===== config.mk =====
export PLATFORM = sky130hd
export DESIGN_NAME = seg_scan_driver
export DESIGN_NICKNAME = d
export VERILOG_FILES = /design/src/rtl/seg_scan_driver_pkg.sv /design/src/rtl/seg_scan_driver_seg_decoder.sv /design/src/rtl/seg_scan_driver.sv
export SDC_FILE = /design/constraint.sdc
export NUM_CORES = 1
export LEC_CHECK = 0
export CORE_UTILIZATION = 54
export CTS_CLUSTER_SIZE = 28
export DETAILED_ROUTE_END_ITERATION = 8
export MAX_ROUTING_LAYER = met4
export PLACE_DENSITY = 0.76
export SYNTH_ARGS = -nofsm -noshare
export SYNTH_HDL_FRONTEND = slang
export SYNTH_HIERARCHICAL = 1
export SYNTH_SLANG_ARGS = --single-unit

===== constraint.sdc =====
create_clock -name clk_osc -period 5 [get_ports clk_osc]
set_input_delay 1 -clock clk_osc [delete_from_list [all_inputs] [get_ports clk_osc]]
set_output_delay 1 -clock clk_osc [all_outputs]
set_load 0.02 [all_outputs]

===== src/rtl/seg_scan_driver_pkg.sv =====
// Shared definitions for the 7-segment scan driver.
// Glyphs are active-high, bit order gfedcba ([6]=g ... [0]=a); DP_BIT is
// the decimal-point position within the 8-bit segment bus.
package seg_scan_driver_pkg;

  localparam int unsigned SEG_W  = 7;
  localparam int unsigned DP_BIT = 7;

  localparam logic [SEG_W-1:0] SEG_0     = 7'h3F;
  localparam logic [SEG_W-1:0] SEG_1     = 7'h06;
  localparam logic [SEG_W-1:0] SEG_2     = 7'h5B;
  localparam logic [SEG_W-1:0] SEG_3     = 7'h4F;
  localparam logic [SEG_W-1:0] SEG_4     = 7'h66;
  localparam logic [SEG_W-1:0] SEG_5     = 7'h6D;
  localparam logic [SEG_W-1:0] SEG_6     = 7'h7D;
  localparam logic [SEG_W-1:0] SEG_7     = 7'h07;
  localparam logic [SEG_W-1:0] SEG_8     = 7'h7F;
  localparam logic [SEG_W-1:0] SEG_9     = 7'h6F;
  localparam logic [SEG_W-1:0] SEG_A     = 7'h77;
  localparam logic [SEG_W-1:0] SEG_B     = 7'h7C;
  localparam logic [SEG_W-1:0] SEG_C     = 7'h39;
  localparam logic [SEG_W-1:0] SEG_D     = 7'h5E;
  localparam logic [SEG_W-1:0] SEG_E     = 7'h79;
  localparam logic [SEG_W-1:0] SEG_F     = 7'h71;
  localparam logic [SEG_W-1:0] SEG_BLANK = 7'h00;

endpackage


===== src/rtl/seg_scan_driver_seg_decoder.sv =====
// Combinational nibble -> active-high 7-segment glyph.
// Ports:
//   nibble   in  4  digit value
//   hex_en   in  1  1 = show A-F, 0 = values 10..15 decode blank
//   glyph_c  out 7  gfedcba, active-high
module seg_scan_driver_seg_decoder
  import seg_scan_driver_pkg::*;
(
  input  logic [3:0]       nibble,
  input  logic             hex_en,
  output logic [SEG_W-1:0] glyph_c
);

  always_comb begin
    glyph_c = SEG_BLANK;
    unique case (nibble)
      4'h0: glyph_c = SEG_0;
      4'h1: glyph_c = SEG_1;
      4'h2: glyph_c = SEG_2;
      4'h3: glyph_c = SEG_3;
      4'h4: glyph_c = SEG_4;
      4'h5: glyph_c = SEG_5;
      4'h6: glyph_c = SEG_6;
      4'h7: glyph_c = SEG_7;
      4'h8: glyph_c = SEG_8;
      4'h9: glyph_c = SEG_9;
      4'hA: glyph_c = hex_en ? SEG_A : SEG_BLANK;
      4'hB: glyph_c = hex_en ? SEG_B : SEG_BLANK;
      4'hC: glyph_c = hex_en ? SEG_C : SEG_BLANK;
      4'hD: glyph_c = hex_en ? SEG_D : SEG_BLANK;
      4'hE: glyph_c = hex_en ? SEG_E : SEG_BLANK;
      4'hF: glyph_c = hex_en ? SEG_F : SEG_BLANK;
      default: glyph_c = SEG_BLANK;
    endcase
  end

endmodule


===== src/rtl/seg_scan_driver.sv =====
// Time-multiplexed N-digit 7-segment display driver with per-frame snapshot,
// leading-zero blanking, forced blanking, cursor blink and inter-digit guard.
// Ports:
//   clk_osc     in   1           oscillator clock
//   reset       in   1           async, active-high
//   enable      in   1           0 = display dark, scan held
//   num         in   4*N_DIGITS  digit nibbles, [3:0] = digit 0 (rightmost)
//   blank_mask  in   N_DIGITS    1 = force digit dark (seg+dp)
//   blink_sel   in   N_DIGITS    1 = digit blinks
//   dp_mask     in   N_DIGITS    1 = decimal point lit
//   anode       out  N_DIGITS    digit enables (registered)
//   eSeg        out  8           [7]=dp, [6:0]=gfedcba (registered)
//   frame_tick  out  1           1-cycle pulse after each frame wrap
module seg_scan_driver
  import seg_scan_driver_pkg::*;
#(
  parameter int unsigned N_DIGITS     = 4,
  parameter int unsigned REFRESH_DIV  = 100000,
  parameter int unsigned GUARD        = 0,
  parameter int unsigned BLINK_FRAMES = 32,
  parameter int unsigned LZ_BLANK     = 1,
  parameter int unsigned HEX_EN       = 0,
  parameter int unsigned ACTIVE_LOW   = 1
) (
  input  logic                  clk_osc,
  input  logic                  reset,
  input  logic                  enable,
  input  logic [4*N_DIGITS-1:0] num,
  input  logic [N_DIGITS-1:0]   blank_mask,
  input  logic [N_DIGITS-1:0]   blink_sel,
  input  logic [N_DIGITS-1:0]   dp_mask,
  output logic [N_DIGITS-1:0]   anode,
  output logic [7:0]            eSeg,
  output logic                  frame_tick
);

  localparam int unsigned PRE_W = $clog2(REFRESH_DIV);
  localparam int unsigned IDX_W = (N_DIGITS > 1) ? $clog2(N_DIGITS) : 1;
  localparam int unsigned BLK_W = (BLINK_FRAMES > 1) ? $clog2(BLINK_FRAMES) : 1;

  localparam logic [PRE_W-1:0] PRE_LAST  = PRE_W'(REFRESH_DIV - 1);
  localparam logic [IDX_W-1:0] IDX_LAST  = IDX_W'(N_DIGITS - 1);
  localparam logic [BLK_W-1:0] BLK_LAST  = BLK_W'(BLINK_FRAMES - 1);
  localparam logic [PRE_W:0]   GUARD_END = (PRE_W+1)'(GUARD);
  localparam logic             INV       = (ACTIVE_LOW != 0);
  localparam logic             LZ_EN     = (LZ_BLANK != 0);
  localparam logic             HEX_ON    = (HEX_EN != 0);

  logic [PRE_W-1:0]      pre_q, pre_d;
  logic [IDX_W-1:0]      idx_q, idx_d;
  logic [4*N_DIGITS-1:0] snap_q, snap_d;
  logic [BLK_W-1:0]      blink_cnt_q, blink_cnt_d;
  logic                  blink_phase_q, blink_phase_d;
  logic [7:0]            seg_lit_q, seg_lit_d;
  logic                  live_q, live_d;
  logic [N_DIGITS-1:0]   anode_q, anode_d;
  logic [7:0]            eseg_q, eseg_d;
  logic                  frame_tick_q, frame_tick_d;

  logic                  slot_tick;
  logic                  wrap;
  logic [4*N_DIGITS-1:0] disp_src;
  logic [3:0]            cur_nib;
  logic                  cur_blank, cur_blink, cur_dp, lz_zero;
  logic [SEG_W-1:0]      glyph;

  // Prescaler, digit index, frame snapshot and blink counter.
  always_comb begin
    pre_d         = pre_q;
    idx_d         = idx_q;
    snap_d        = snap_q;
    blink_cnt_d   = blink_cnt_q;
    blink_phase_d = blink_phase_q;
    slot_tick     = enable && (pre_q == PRE_LAST);
    wrap          = slot_tick && (idx_q == IDX_LAST);
    frame_tick_d  = wrap;

    if (enable) begin
      pre_d = slot_tick ? '0 : pre_q + PRE_W'(1);
    end
    if (slot_tick) begin
      idx_d = (idx_q == IDX_LAST) ? '0 : idx_q + IDX_W'(1);
    end
    if (wrap) begin
      snap_d = num;
      if (blink_cnt_q == BLK_LAST) begin
        blink_cnt_d   = '0;
        blink_phase_d = ~blink_phase_q;
      end else begin
        blink_cnt_d = blink_cnt_q + BLK_W'(1);
      end
    end
  end

  // Per-digit attribute select for the slot about to be shown. Digit 0 of a
  // new frame reads num directly, since snap only catches up on this edge.
  always_comb begin
    disp_src  = (idx_d == '0) ? num : snap_q;
    cur_nib   = 4'h0;
    cur_blank = 1'b0;
    cur_blink = 1'b0;
    cur_dp    = 1'b0;
    lz_zero   = 1'b1;
    for (int i = 0; i < N_DIGITS; i++) begin
      if (IDX_W'(i) == idx_d) begin
        cur_nib   = disp_src[4*i +: 4];
        cur_blank = blank_mask[i];
        cur_blink = blink_sel[i];
        cur_dp    = dp_mask[i];
      end
      if ((IDX_W'(i) >= idx_d) && (snap_q[4*i +: 4] != 4'h0)) begin
        lz_zero = 1'b0;
      end
    end
  end

  seg_scan_driver_seg_decoder u_dec (
    .nibble  (cur_nib),
    .hex_en  (HEX_ON),
    .glyph_c (glyph)
  );

  // Output register inputs; polarity applied last.
  always_comb begin
    logic                force_dark;
    logic                lz_dark;
    logic [7:0]          lit_now;
    logic [7:0]          seg_act;
    logic [N_DIGITS-1:0] anode_act;
    logic                guard_done;

    seg_lit_d  = seg_lit_q;
    live_d     = live_q | slot_tick;
    force_dark = cur_blank | (cur_blink & blink_phase_d);
    lz_dark    = LZ_EN && (idx_d != '0) && lz_zero;
    lit_now    = '0;
    lit_now[SEG_W-1:0] = (force_dark | lz_dark) ? SEG_BLANK : glyph;
    lit_now[DP_BIT]    = cur_dp & ~force_dark;

    if (slot_tick) begin
      seg_lit_d = lit_now;
    end
    seg_act = slot_tick ? lit_now : seg_lit_q;

    // Guard: anode stays off for the first GUARD counts of each slot.
    guard_done = ({1'b0, pre_d} + (PRE_W+1)'(1)) > GUARD_END;
    anode_act  = '0;
    for (int i = 0; i < N_DIGITS; i++) begin
      anode_act[i] = (IDX_W'(i) == idx_d);
    end
    if (!(enable && live_d && guard_done)) begin
      anode_act = '0;
    end

    eseg_d  = (enable ? seg_act : 8'h00) ^ {8{INV}};
    anode_d = anode_act ^ {N_DIGITS{INV}};
  end

  always_ff @(posedge clk_osc or posedge reset) begin
    if (reset) begin
      pre_q         <= '0;
      idx_q         <= IDX_LAST;
      snap_q        <= '0;
      blink_cnt_q   <= '0;
      blink_phase_q <= 1'b0;
      seg_lit_q     <= '0;
      live_q        <= 1'b0;
      anode_q       <= {N_DIGITS{INV}};
      eseg_q        <= {8{INV}};
      frame_tick_q  <= 1'b0;
    end else begin
      pre_q         <= pre_d;
      idx_q         <= idx_d;
      snap_q        <= snap_d;
      blink_cnt_q   <= blink_cnt_d;
      blink_phase_q <= blink_phase_d;
      seg_lit_q     <= seg_lit_d;
      live_q        <= live_d;
      anode_q       <= anode_d;
      eseg_q        <= eseg_d;
      frame_tick_q  <= frame_tick_d;
    end
  end

  assign anode      = anode_q;
  assign eSeg       = eseg_q;
  assign frame_tick = frame_tick_q;

endmodule

==> Flow_metrics.wiki <==
== Run summary ==
{| class="wikitable"
! Metric !! Value
|-
| Run status || complete, no violations
|-
| Clock tree from TritonCTS || yes
|-
| Tally of yosys warning messages || 6
|-
| Group drawing the most power || registers
|-
| Critical path required time || 5.22 ns
|-
| First-pass GRT wire length || 11.1 mm
|-
| Total congestion overflow || 0
|-
| Clock sink total || 59
|-
| Prevailing logic family in the synthesized netlist || simple AND/OR/NAND/NOR gates
|-
| Clock edge transition at the registers on the reported setup and hold paths || 0.07 ns
|-
| Number of buffers created by CTS || 9
|-
| Worst skew pair latency || 0.34 ns
|-
| PD cells || 295 mW/mm^2
|-
| Ys cells || 314
|-
| Clock share of power || 45.3%
|-
| Power Sequential || 0.521 mW
|-
| Root Buffer || clkbuf_8
|-
| Cell resize tally after clock tree synthesis || 0
|-
| Number of register bits inferred by synthesis || 59
|-
| Level count of the clock H-tree || 3
|-
| Proportion of register bits with asynchronous set or reset after synthesis || 100%
|-
| DRC violation total after the first TritonRoute iteration || 118
|-
| Global-route track usage on met2 || 37.8%
|-
| Share of total power in combinational logic || 9.2%
|-
| Number of flip-flops in the largest register || 17
|-
| Count of input and output buffers || 43
|-
| Number of max-slew violations in the final report || 0
|-
| Setup fix buffers added after clock tree synthesis || 0
|-
| Aggregate negative setup slack || 0 ns
|-
| Met3 track demand over resource in global routing || 6.74%
|-
| Final worst-path cycle share || 86.0%
|-
| AND/OR/NAND/NOR Cells, Area Fraction || 20.4%
|-
| Post-Route Skew || 0.0101 ns
|-
| Detailed-routing iteration count for the pre-antenna-repair pass || 4
|-
| Yosys synthesis chip area || 0.00315 sq mm
|-
| Crit path launch type || primary input
|-
| Crit path cell chain || clkdlybuf4s50_1 > nand4_2 > or4_1 > nor3_1 > or2_2 > inv_2 > mux2_2 > nor2_1 > a31oi_1 > nand3b_1 > o21ai_0 > or3_1 > a22o_1
|-
| Combined buffer and inverter count along the critical path || 2
|-
| Least setup slack across all paths after layout || 0.698 ns
|-
| Average vias per placed instance || 5.55
|-
| Register area share after synthesis || 47.5%
|-
| Biggest regs || pre_q x17, snap_q x12
|-
| Crit end category || flop
|-
| Post-Synthesis Cells || 314
|}
-- metrics by stage --
stage          util [%]  total power [mW]  std cells  area [sq um]  hold WS, ns
2_1_floorplan         -             0.589        320          3170        0.408
3_3_place_gp       65.6             0.631        429          3660        0.422
3_5_place_dp       65.6             0.635        429          3660        0.432
4_1_cts            69.8              1.16        445          3890        0.440
5_1_grt            69.8              1.19        445          3890        0.482
6_report           69.8              1.15        445          3890        0.445
-- cells in the mapped netlist (3+ instances only) --
master,instances
mux2_2,18
xnor2_1,8
clkbuf_1,5
buf_6,3
nor3_1,3
a21oi_1,19
dfrtp_1,45
inv_1,9
a31oi_1,6
or2_2,4
xor2_1,6
nor4_1,5
nand4_1,6
or4_1,3
o21ai_0,14
or3_1,6
buf_4,4
a21o_1,3
nand2b_1,3
a22o_1,7
mux2i_1,6
nor2_1,30
ha_1,4
and3_1,12
nand2_1,34
dfstp_2,14
nand3_1,5
-- final timing paths --
path	start	endpoint	slack, ns	depth (start not counted)
hold / removal	seg_lit_q[7]	eSeg[7]	0.44	1
setup reg to reg	pre_q[0]	seg_lit_q[0]	1.27	13
max in group asynchronous	reset	anode[2]	3.17	3
hold reg to reg	seg_lit_q[7]	eSeg[7]	0.44	1
min in group asynchronous	reset	pre_q[0]	0.96	2
setup / recovery	enable	seg_lit_q[0]	0.70	13
-- routing by layer --
metal	wire, microns	part of all wire [%]
met2	3090	47
met1	3050	47
met4	99	1.5
met5	0	0
met3	283	4.3
-- final cells by class --
type | instances | area (sq um)
Clock inverter | 4 | 98.8
Tap cell | 72 | 90.1
Sequential cell | 59 | 1490
Clock buffer | 12 | 135
Multi-Input combinational cell | 237 | 1550
Inverter | 10 | 37.5
Timing Repair Buffer | 51 | 490
Fill cell | 424 | 1680
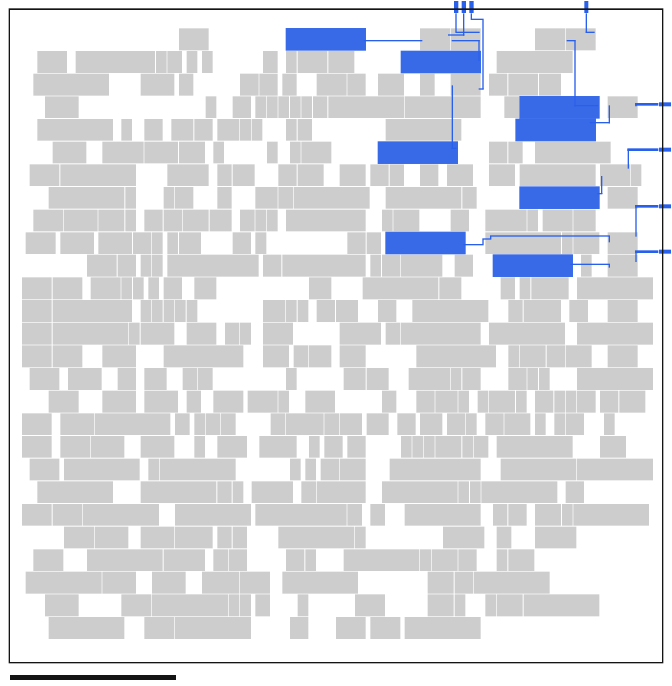
(wires at chosen ports, followed through buffers)
Bar = 20 microns.
- blue: `eSeg` (bits 8; direction output; end cells 8; buffers 8; wire 104 microns)

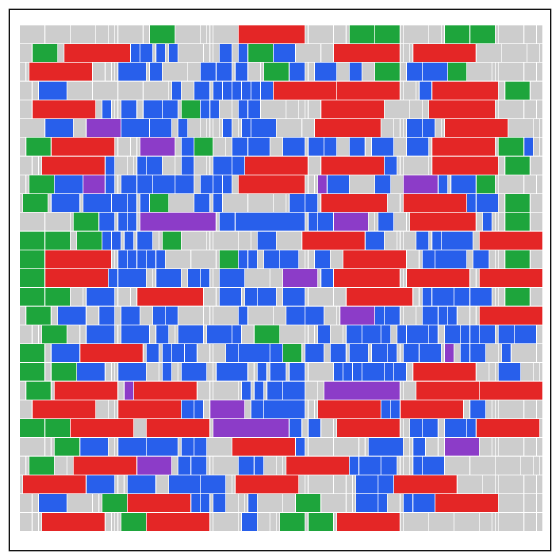
(placed cells, one color a class)
Fill, decap, tap and diode cells in gray.
- green: other buffers and delay cells (cells 51; share of their area 13%)
- blue: all other logic (cells 247; share of their area 42%)
- red: flip-flops (cells 59; share of their area 39%)
- purple: clock drivers and dummy loads (cells 16; share of their area 6.2%)
Core Box Area: 0.00557 sq mm
final core utilization: 69.8%
number of cell rows: 27
post-route design area: 0.00389 sq mm

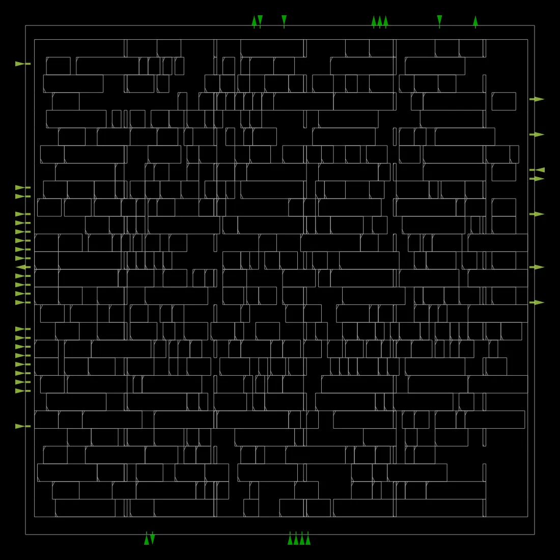
(placed standard cells)
number of tap cells inserted: 72
count of filler cells inserted in the layout: 424
sequential fraction of total cell area: 38.4%
FFs & Latches: 59

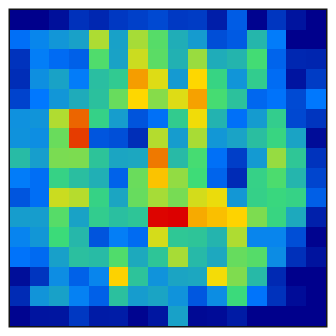
(signal metal coverage by tile)
The die is cut into 16 by 16 equal tiles; dark blue is low, red is high, scaled to the fullest tile. Values are wire area over tile area, all layers added.
- fullest tile: 0.49
- mean over tiles: 0.17
- densest ninth of the die: center
- nearly empty tiles: 6.6%
- tiles over half the peak: 22%

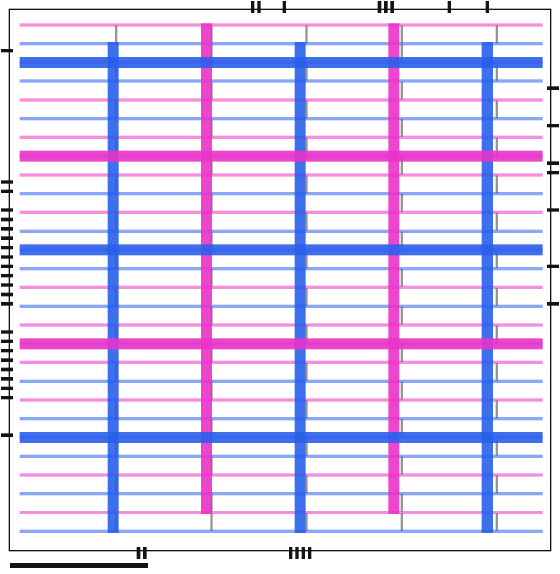
(supply network)
Bar = 20 microns. Pins as bars on the die edge. Tap cells in gray.
- blue: VSS
- magenta: VDD
- met1 rails: 28
- met5 straps: 5
- met4 straps: 5
- rows: 27
- signal pins: 44
width of the chip: 78.3 microns
DIE HEIGHT: 78.3 microns
highest ir drop seen on vdd: 0.230 mV

Power is estimated from default activity; no workload was simulated.
